File: config.mk
export PLATFORM = sky130hd
export DESIGN_NAME = lemming_ctrl
export DESIGN_NICKNAME = d
export VERILOG_FILES = /design/src/rtl/lemming_ctrl.sv
export SDC_FILE = /design/constraint.sdc
export NUM_CORES = 1
export LEC_CHECK = 0
export CAP_MARGIN = 0
export CORE_AREA = 2 2 39 41
export CTS_BUF_LIST = sky130_fd_sc_hd__clkbuf_2 sky130_fd_sc_hd__clkbuf_4 sky130_fd_sc_hd__clkbuf_8
export DETAILED_ROUTE_END_ITERATION = 10
export DIE_AREA = 0 0 41 43
export HOLD_SLACK_MARGIN = 0.02
export PLACE_DENSITY = 0.7
export SLEW_MARGIN = 20
export SYNTH_ARGS = -nofsm -noshare
export SYNTH_HDL_FRONTEND = slang
export SYNTH_SLANG_ARGS = --single-unit
File: constraint.sdc
create_clock -name clk -period 1.1 [get_ports clk]
set_input_delay 0.22 -clock clk [delete_from_list [all_inputs] [get_ports clk]]
set_output_delay 0.22 -clock clk [all_outputs]
set_load 0.05 [all_outputs]
File: src/rtl/lemming_ctrl.sv
// Lemming behaviour controller: a Moore FSM for walking, falling, digging and splatting.
// Optional macro LEMMING_DIG_EN enables the DL/DR digging states; without it, dig is ignored.
module lemming_ctrl #(
  parameter int FALL_LIMIT  = 20,
  parameter bit START_RIGHT = 1'b0
) (
  input  logic clk,
  input  logic areset,
  input  logic bump_left,
  input  logic bump_right,
  input  logic ground,
  input  logic dig,
  output logic walk_left,
  output logic walk_right,
  output logic aaah,
  output logic digging,
  output logic splat
);

  localparam int CW = $clog2(FALL_LIMIT + 2);
  localparam logic [CW-1:0] LIMIT_C = CW'(FALL_LIMIT);
  localparam logic [CW-1:0] CNT_MAX = CW'(FALL_LIMIT + 1);

  localparam logic [2:0] WL    = 3'd0;
  localparam logic [2:0] WR    = 3'd1;
  localparam logic [2:0] FL    = 3'd2;
  localparam logic [2:0] FR    = 3'd3;
  localparam logic [2:0] SPLAT = 3'd4;
`ifdef LEMMING_DIG_EN
  localparam logic [2:0] DL    = 3'd5;
  localparam logic [2:0] DR    = 3'd6;
`endif
  localparam logic [2:0] RST_STATE = START_RIGHT ? WR : WL;

  logic [2:0]    state_q, state_d;
  logic [CW-1:0] fall_cnt_q, fall_cnt_d;

  always_comb begin
    state_d = state_q;
    case (state_q)
      WL: begin
        if (!ground) state_d = FL;
`ifdef LEMMING_DIG_EN
        else if (dig) state_d = DL;
`endif
        else if (bump_left) state_d = WR;
      end
      WR: begin
        if (!ground) state_d = FR;
`ifdef LEMMING_DIG_EN
        else if (dig) state_d = DR;
`endif
        else if (bump_right) state_d = WL;
      end
      // fall_cnt_q already includes the current falling cycle
      FL: if (ground) state_d = (fall_cnt_q > LIMIT_C) ? SPLAT : WL;
      FR: if (ground) state_d = (fall_cnt_q > LIMIT_C) ? SPLAT : WR;
`ifdef LEMMING_DIG_EN
      DL: if (!ground) state_d = FL;
      DR: if (!ground) state_d = FR;
`endif
      SPLAT: state_d = SPLAT;
      default: state_d = RST_STATE;
    endcase
  end

  always_comb begin
    fall_cnt_d = '0;
    if (state_d == FL || state_d == FR) begin
      if (state_q == FL || state_q == FR)
        fall_cnt_d = (fall_cnt_q == CNT_MAX) ? fall_cnt_q : fall_cnt_q + 1'b1;
      else
        fall_cnt_d = CW'(1);
    end
  end

  always_ff @(posedge clk) begin
    if (areset) begin
      state_q    <= RST_STATE;
      fall_cnt_q <= '0;
    end else begin
      state_q    <= state_d;
      fall_cnt_q <= fall_cnt_d;
    end
  end

  assign walk_left  = (state_q == WL);
  assign walk_right = (state_q == WR);
  assign aaah       = (state_q == FL) || (state_q == FR);
  assign splat      = (state_q == SPLAT);
`ifdef LEMMING_DIG_EN
  assign digging    = (state_q == DL) || (state_q == DR);
`else
  logic unused_dig;
  assign unused_dig = dig;
  assign digging    = 1'b0;
`endif

endmodule

Fig. 1: run 1, cells coloured by class
Fill, decap, tap and diode cells in grey.
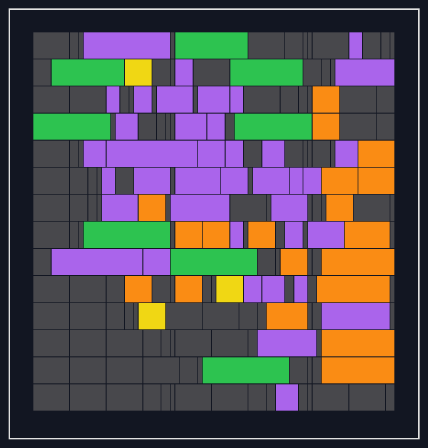
all other logic: shown in purple, cells 39, share of their area 47%. flip-flops: shown in green, cells 8, share of their area 23%. other buffers and delay cells: shown in orange, cells 19, share of their area 28%. cells driving clock nets: shown in yellow, cells 3, share of their area 3.0%.

Fig. 2: run 1, wires at chosen ports, followed through buffers
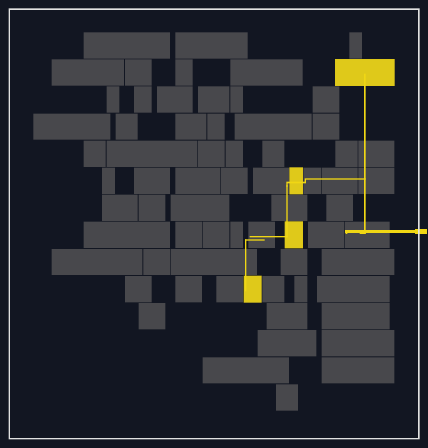
areset: shown in yellow, direction input, edge east, end cells 4, buffers 2, wire 47.6 µm.
Port Buffers: 8
# IOs: 11

Fig. 3: run 1, M2 wires
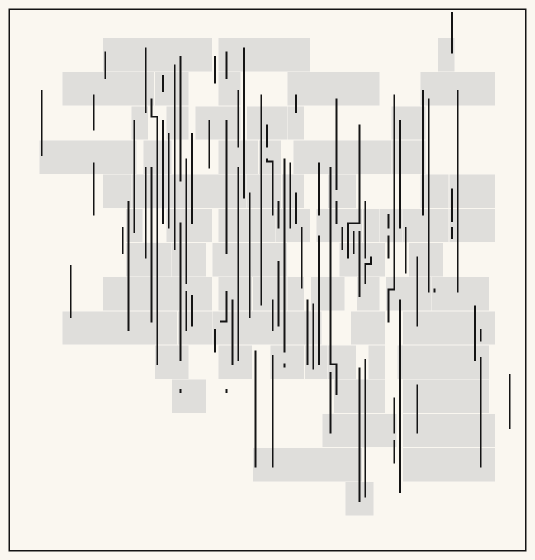
The longest straight run is 19.7 µm. 70 nets have wire on it. The layer carries 542 µm of wire. The wires run mostly vertical. The layer holds 51% of the routed length.

==> impl_metrics.py, run 1 <==
# Metrics from the implementation run
metrics = {
    "place": {
        "place_ws_ps": -261,
        "place_congestion": 0.815,
    },
    "final_timing": {
        "hold_ws_ps": 377,
        "rsz0062_at_grt": "yes",
        "finalSetupViolCount": 5,
        "slew_violations": 0,
        "final.setup.tns_ps": -608,
        "setup_slack_ps": -153,
        "period_used_pct": 114,
        "fmax_mhz": 798,
        "min_period_ps": 1250,
        "fin_skew_ps": 7.88,
    },
    "synthesis": {
        "largest_area_cell": "dfxtp_1",
        "netlist_instances": 48,
        "top_logic_kind": "simple AND/OR/NAND/NOR gates",
        "muxShareOfSynthArea_pct": 4.60,
        "ys_sh_adder_pct": 8.62,
        "edf_count": 0,
        "aoi_share_pct": 12.6,
        "ff_type": "dfxtp_1",
        "synth.distinct_cells": 24,
        "numSynthFlops": 8,
        "synthArstFlopShare_pct": 0,
        "syn_area_um2": 435,
        "ys_seq_share_pct": 36.8,
        "ys_area_um2": 435,
        "simple_gate_area_share_pct": 25.3,
    },
    "layout": {
        "drive_gt1_share_pct": 53.6,
        "syn_to_final_growth_pct": 78.7,
        "fin_nets": 80,
        "finalInstanceArea_um2": 778,
        "diodes": 0,
        "instances_no_fill": 85,
        "post-route-util_pct": 56.2,
    },
    "critical_path": {
        "reg2reg_to": "state_q[0]$_SDFF_PP0_",
        "rrSetupSlack_ps": -10,
        "criticalPathCategory": "reg -> out",
        "worst-path-max-fanout": 5,
        "cp_top_family": "flip-flops",
        "critPathSlowestCell": "dfxtp_4",
        "r2r-start": "state_q[0]$_SDFF_PP0_",
        "reg2regPathDepth": 4,
        "critPathLaunchType": "flop",
        "cp.depth": 2,
        "cp.required_ps": 880,
        "crit_arrival_ps": 1030,
    },
    "floorplan": {
        "core_mm2": 0.00138,
        "die_h_um": 43,
        "rows": 14,
        "die_w_um": 41,
        "dieArea_mm2": 0.00176,
        "fp_util_pct": 31.5,
    },
    "pwr": {
        "power.total_mw": 0.718,
        "p_leak_nw": 0.388,
        "power_density_mw_per_mm2": 923,
    },
    "clock_tree": {
        "htreeDepth": 1,
        "hold_buffers": 0,
        "clk_pin_slew_worst_paths_ps": 60,
        "cts_buffer_depth": 2,
        "cts-root-buf": "clkbuf_4",
        "clock-sinks": 8,
        "clk_latency_ps": 260,
    },
    "route": {
        "post_drt_wl_per_cell_um": 12.5,
        "viasPerCell": 4.82,
        "drc_errors": 0,
        "drt-total-wl_mm": 1.06,
        "final_antenna_net_count": 0,
    },
    "hold_path": {
        "hold_path.class": "in -> reg",
    },
    "outcome": {
        "status": "finished with violations",
        "violations": "negative setup slack",
    },
    "global_route": {
        "antenna_found_initial": 0,
        "grt_usage_pct": 14.0,
        "grt_max_degree": 7,
        "grt_pass1_vias": 377,
        "overflow": 0,
    },
}
==> run 1: cell usage after synthesis, drive strengths merged (2+ instances only) <==
master and instances:
a21oi 3, nand3 3, nor2 4, nand2 2
and2 2, dfxtp 8, ha 3, nor3 3
mux2i 2, inv 4, and2b 2, xnor2 2
==> run 1: worst min-delay path by stage <==
| stage | to | slack [ps] | cells past startpoint |
|---|---|---|---|
| 6_report | state_q[2]$_SDFF_PP0_ | 380 | 3 |
| 5_1_grt | state_q[2]$_SDFF_PP0_ | 410 | 3 |
| 4_1_cts | state_q[2]$_SDFF_PP0_ | 570 | 2 |
| 3_5_place_dp | state_q[2]$_SDFF_PP0_ | 560 | 2 |
| 3_3_place_gp | state_q[2]$_SDFF_PP0_ | 530 | 2 |
| 2_1_floorplan | state_q[2]$_SDFF_PP0_ | 280 | 1 |
==> run 1: registers in the layout, summed over array words and instances, names as in the netlist <==
name        flops
state_q         3
fall_cnt_q      5
==> run 1: kinds of logic after synthesis <==
| kind of cell | count (synthesis) |
|---|---|
| flip-flops | 8 |
| AND/OR/NAND/NOR | 18 |
| XOR/XNOR | 3 |
| adder cells (fa/ha/maj) | 3 |
| other | 1 |
| multiplexers | 2 |
| AND-OR/OR-AND | 8 |
| buffers and inverters | 5 |
==> run 1: repair_timing <==
item                                   CTS  global route
endpoints found under the hold margin    0             0
buffers inserted                         4             0
pin swaps                                5             5
gates resized                            8            12
setup endpoints to repair                6            11
==> run 1: routing by layer <==
layer | wire, µm | up-vias | GRT usage (%) | part of all wire [%]
li1 | - | 207 | - | -
met1 | 412 | 186 | 14.4 | 39
met2 | 542 | 12 | 20.3 | 51
met3 | 61 | 5 | 4.71 | 5.8
met4 | 44 | 0 | 14.0 | 4.2
met5 | 0 | - | 0 | 0
==> run 1: cell type report <==
cell class	count	area, µm²
Fill cell	120	606
Clock buffer	3	22.5
Tap cell	16	20.0
Multi-Input combinational cell	35	333
Sequential cell	8	174
Timing Repair Buffer	19	209
Inverter	4	20.0
==> run 1: worst register-to-register path, stage by stage, from the launching register on <==
cell and delay (ps):
dfxtp_2 340, buf_4 140, buf_4 120, o211a_1 210, a41o_1 190
==> run 1: layout by cell type, fill, tap and decap left out, types with 2 or more instances in the layout <==
cell / instances
buf_4: 10
dfxtp_2: 2
nor3_4: 2
nand3_1: 2
dfxtp_4: 3
buf_12: 4
ha_4: 2
mux2i_1: 2
a21oi_1: 3
dfxtp_1: 3
nor2_1: 3
inv_4: 2
and2_1: 2
clkbuf_4: 3
clkdlybuf4s50_1: 3
==> run 1: report_power, final <==
| group | internal [mW] | leakage, nW | total [mW] | switching (mW) |
|---|---|---|---|---|
| Combinational | 0.0978 | 0.306 | 0.177 | 0.0790 |
| Clock | 0.125 | 0.0138 | 0.233 | 0.108 |
| Sequential | 0.294 | 0.0680 | 0.308 | 0.0143 |
| Total | 0.517 | 0.388 | 0.718 | 0.201 |
## Run 2: what changed since run 1
Settings changed: ABC_CLOCK_PERIOD_IN_PS set to 1100, CTS_BUF_LIST sky130_fd_sc_hd__clkbuf_2 sky130_fd_sc_hd__clkbuf_4 sky130_fd_sc_hd__clkbuf_8 to unset.
Fig. 4: run 2, the metal 3 layer
The bar under the picture is 10 µm long.
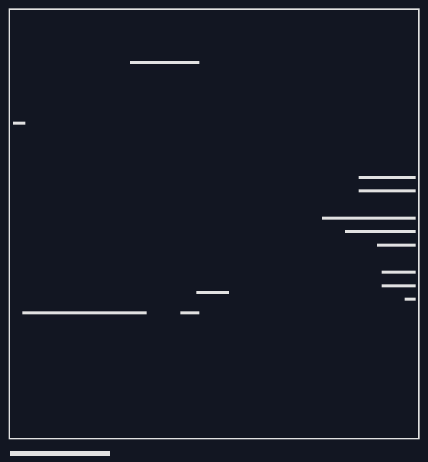
The longest straight run is 12.2 µm. The layer holds 5.8% of the routed length. The wires run mostly horizontal. 10 nets have wire on it. The layer carries 61.7 µm of wire.
routing usage on met3: 4.71%
final WL: 1.06 mm

==> run 2 against run 1 <==
  * The run still ends with negative setup slack left
  * Non-clock buffer count stayed put
  * Global-route usage stayed put
  * Critical path type unchanged
  * Power stayed put
  * Combinational power hardly changed
  * Maximum frequency stayed put
  * Via count stayed put
  * Cell count stayed put
  * Setup slack stayed put
  * Routed wire length stayed put
  * Clock power hardly changed
  * Sequential cell count stayed put
==> impl_metrics.py, run 2 <==
# Metrics from the implementation run
metrics = {
    "outcome": {
        "status": "finished with violations",
        "violations": "negative setup slack",
    },
    "critical_path": {
        "path_cells": "and2b_4 > buf_12",
        "rrSetupSlack_ps": -10,
        "cp_top_family": "flip-flops",
        "critPathSlowestCell": "dfxtp_4",
        "crit_arrival_ps": 1030,
        "criticalPathCategory": "reg -> out",
        "cp.required_ps": 880,
        "critPathLaunchType": "flop",
        "worst-path-max-fanout": 5,
    },
    "global_route": {
        "grt_pass1_wl_mm": 1.52,
        "grt_max_degree": 7,
        "grt_pass1_vias": 377,
        "grt_usage_pct": 14.0,
        "antenna_found_initial": 0,
        "overflow": 0,
    },
    "synthesis": {
        "area_leaders": "dfxtp_1 (37%), ha_1 (8.6%), mux2i_1 (4.6%)",
        "most_common_cell": "dfxtp_1",
        "synth.distinct_cells": 24,
        "ff_type": "dfxtp_1",
        "ys_area_um2": 435,
        "ys_seq_share_pct": 36.8,
        "syn_area_um2": 435,
        "synthArstFlopShare_pct": 0,
        "numSynthFlops": 8,
        "largest_area_cell": "dfxtp_1",
        "edf_count": 0,
        "fp_nets": 57,
        "netlist_instances": 48,
        "synthTopCellsByCount": "dfxtp_1 (8), inv_1 (4), nor2_1 (4)",
    },
    "final_timing": {
        "min_period_ps": 1250,
        "finalSetupViolCount": 5,
        "slew_violations": 0,
        "fin_skew_ps": 7.88,
        "rsz0062_at_grt": "yes",
        "fmax_mhz": 798,
        "period_used_pct": 114,
        "setup_slack_ps": -153,
    },
    "clock_tree": {
        "clk_latency_ps": 260,
        "htreeDepth": 1,
        "hold_buffers": 0,
        "cts_buffers": 3,
        "cts_buffer_depth": 2,
        "clk_pin_slew_worst_paths_ps": 60,
        "clock-sinks": 8,
        "cts-root-buf": "clkbuf_4",
    },
    "layout": {
        "lay_top_count": "buf_4",
        "seqCellArea_um2": 174,
        "drive_gt1_share_pct": 53.6,
        "fin_nets": 80,
        "post-route-util_pct": 56.2,
        "diodes": 0,
        "syn_to_final_growth_pct": 78.7,
        "logic_area_um2": 333,
        "final_cell_mix": "buf_4 (10), buf_12 (4)",
        "n_fill_cell": 120,
        "top_register": "fall_cnt_q",
        "reg.largest.list": "fall_cnt_q: 5 flops, state_q: 3 flops",
        "largest_reg_flops": 5,
    },
    "route": {
        "post_drt_wl_per_cell_um": 12.5,
        "drc_errors": 0,
        "final_antenna_net_count": 0,
        "viasPerCell": 4.82,
        "drt-initial-drc-count": 1,
        "drt-pass1-iter-count": 3,
    },
    "pwr": {
        "p_sw_mw": 0.201,
        "seq_power_share_pct": 42.9,
        "combinationalPowerShare_pct": 24.6,
        "p_leak_nw": 0.388,
        "power.total_mw": 0.718,
        "pwr-share-clk_pct": 32.4,
        "p_int_mw": 0.517,
        "power_density_mw_per_mm2": 923,
        "power.share.switching_pct": 28.0,
    },
    "job": {
        "openroad.warnings": 32,
    },
    "place": {
        "place_ws_ps": -261,
        "place_congestion": 0.815,
        "portBuffers": 8,
    },
    "floorplan": {
        "die_h_um": 43,
        "dieArea_mm2": 0.00176,
        "core_mm2": 0.00138,
        "rows": 14,
        "fp_util_pct": 31.5,
        "boundaryPins": 11,
        "die_w_um": 41,
    },
    "hold_path": {
        "hold_path.class": "in -> reg",
    },
}
[run 2: cell counts after synthesis]
Identical to the previous run, type by type.
[run 2: repair_timing]
action | in CTS | in global routing
pin swaps | 5 | 5
gates resized | 8 | 12
setup endpoints to repair | 6 | 11
buffers inserted | 4 | 0
[run 2: kinds of logic after synthesis]
logic type,count (synthesis),share of synthesized area (%)
buffers and inverters,5,5.17
adder cells (fa/ha/maj),3,8.62
XOR/XNOR,3,6.04
AND/OR/NAND/NOR,18,25.3
flip-flops,8,36.8
other,1,0.861
AND-OR/OR-AND,8,12.6
multiplexers,2,4.60
[run 2: final cells by class]
cell class              count  area share [%]
flip-flops and latches      8            22.3
well taps                  16            2.57
clock buffers               3            2.89
multi-input cells          35            42.8
repair buffers             19            26.8
inverters                   4            2.57
[run 2: worst paths after layout]
| kind | start | endpoint | cells after the start |
|---|---|---|---|
| setup / recovery | state_q[2]$_SDFF_PP0_ | aaah | 2 |
| hold / removal | areset | state_q[2]$_SDFF_PP0_ | 3 |
| setup reg to reg | state_q[0]$_SDFF_PP0_ | state_q[0]$_SDFF_PP0_ | 4 |
| hold reg to reg | state_q[2]$_SDFF_PP0_ | state_q[2]$_SDFF_PP0_ | 2 |
[run 2: metal layers]
metal	share of wire (%)	GRT usage, %	vias up
met2	51	20.3	12
met1	39	14.4	186
met4	4.2	14.0	0
li1	-	-	207
met5	0	0	-
met3	5.8	4.71	5
[run 2: stage by stage]
stage               area, µm²  TNS [ps]  std cells  hold WS [ps]
floorplan                 464     -70.2         48           282
global placement          649     -1290         78           535
detailed placement        649     -1490         78           562
CTS                       724      -611         85           572
global route              778     -1030         85           410
finish                    778      -608         85           377
[run 2: power groups by stage]
stage          registers, mW  logic [mW]  clock network (mW)
3_3_place_gp           0.316       0.151                   0
4_1_cts                0.307       0.166               0.241
6_report               0.308       0.177               0.233
3_5_place_dp           0.316       0.153                   0
2_1_floorplan          0.316      0.0764                   0
5_1_grt                0.309       0.189               0.259
[run 2: worst reg2reg max path: cells and delay by family (launching register included)]
| family | cells | cell delay (ps) |
|---|---|---|
| AOI/OAI and AO/OA | 2 | 400 |
| DFF | 1 | 340 |
| buffers and inverters | 2 | 260 |
Power is estimated from default activity; no workload was simulated.
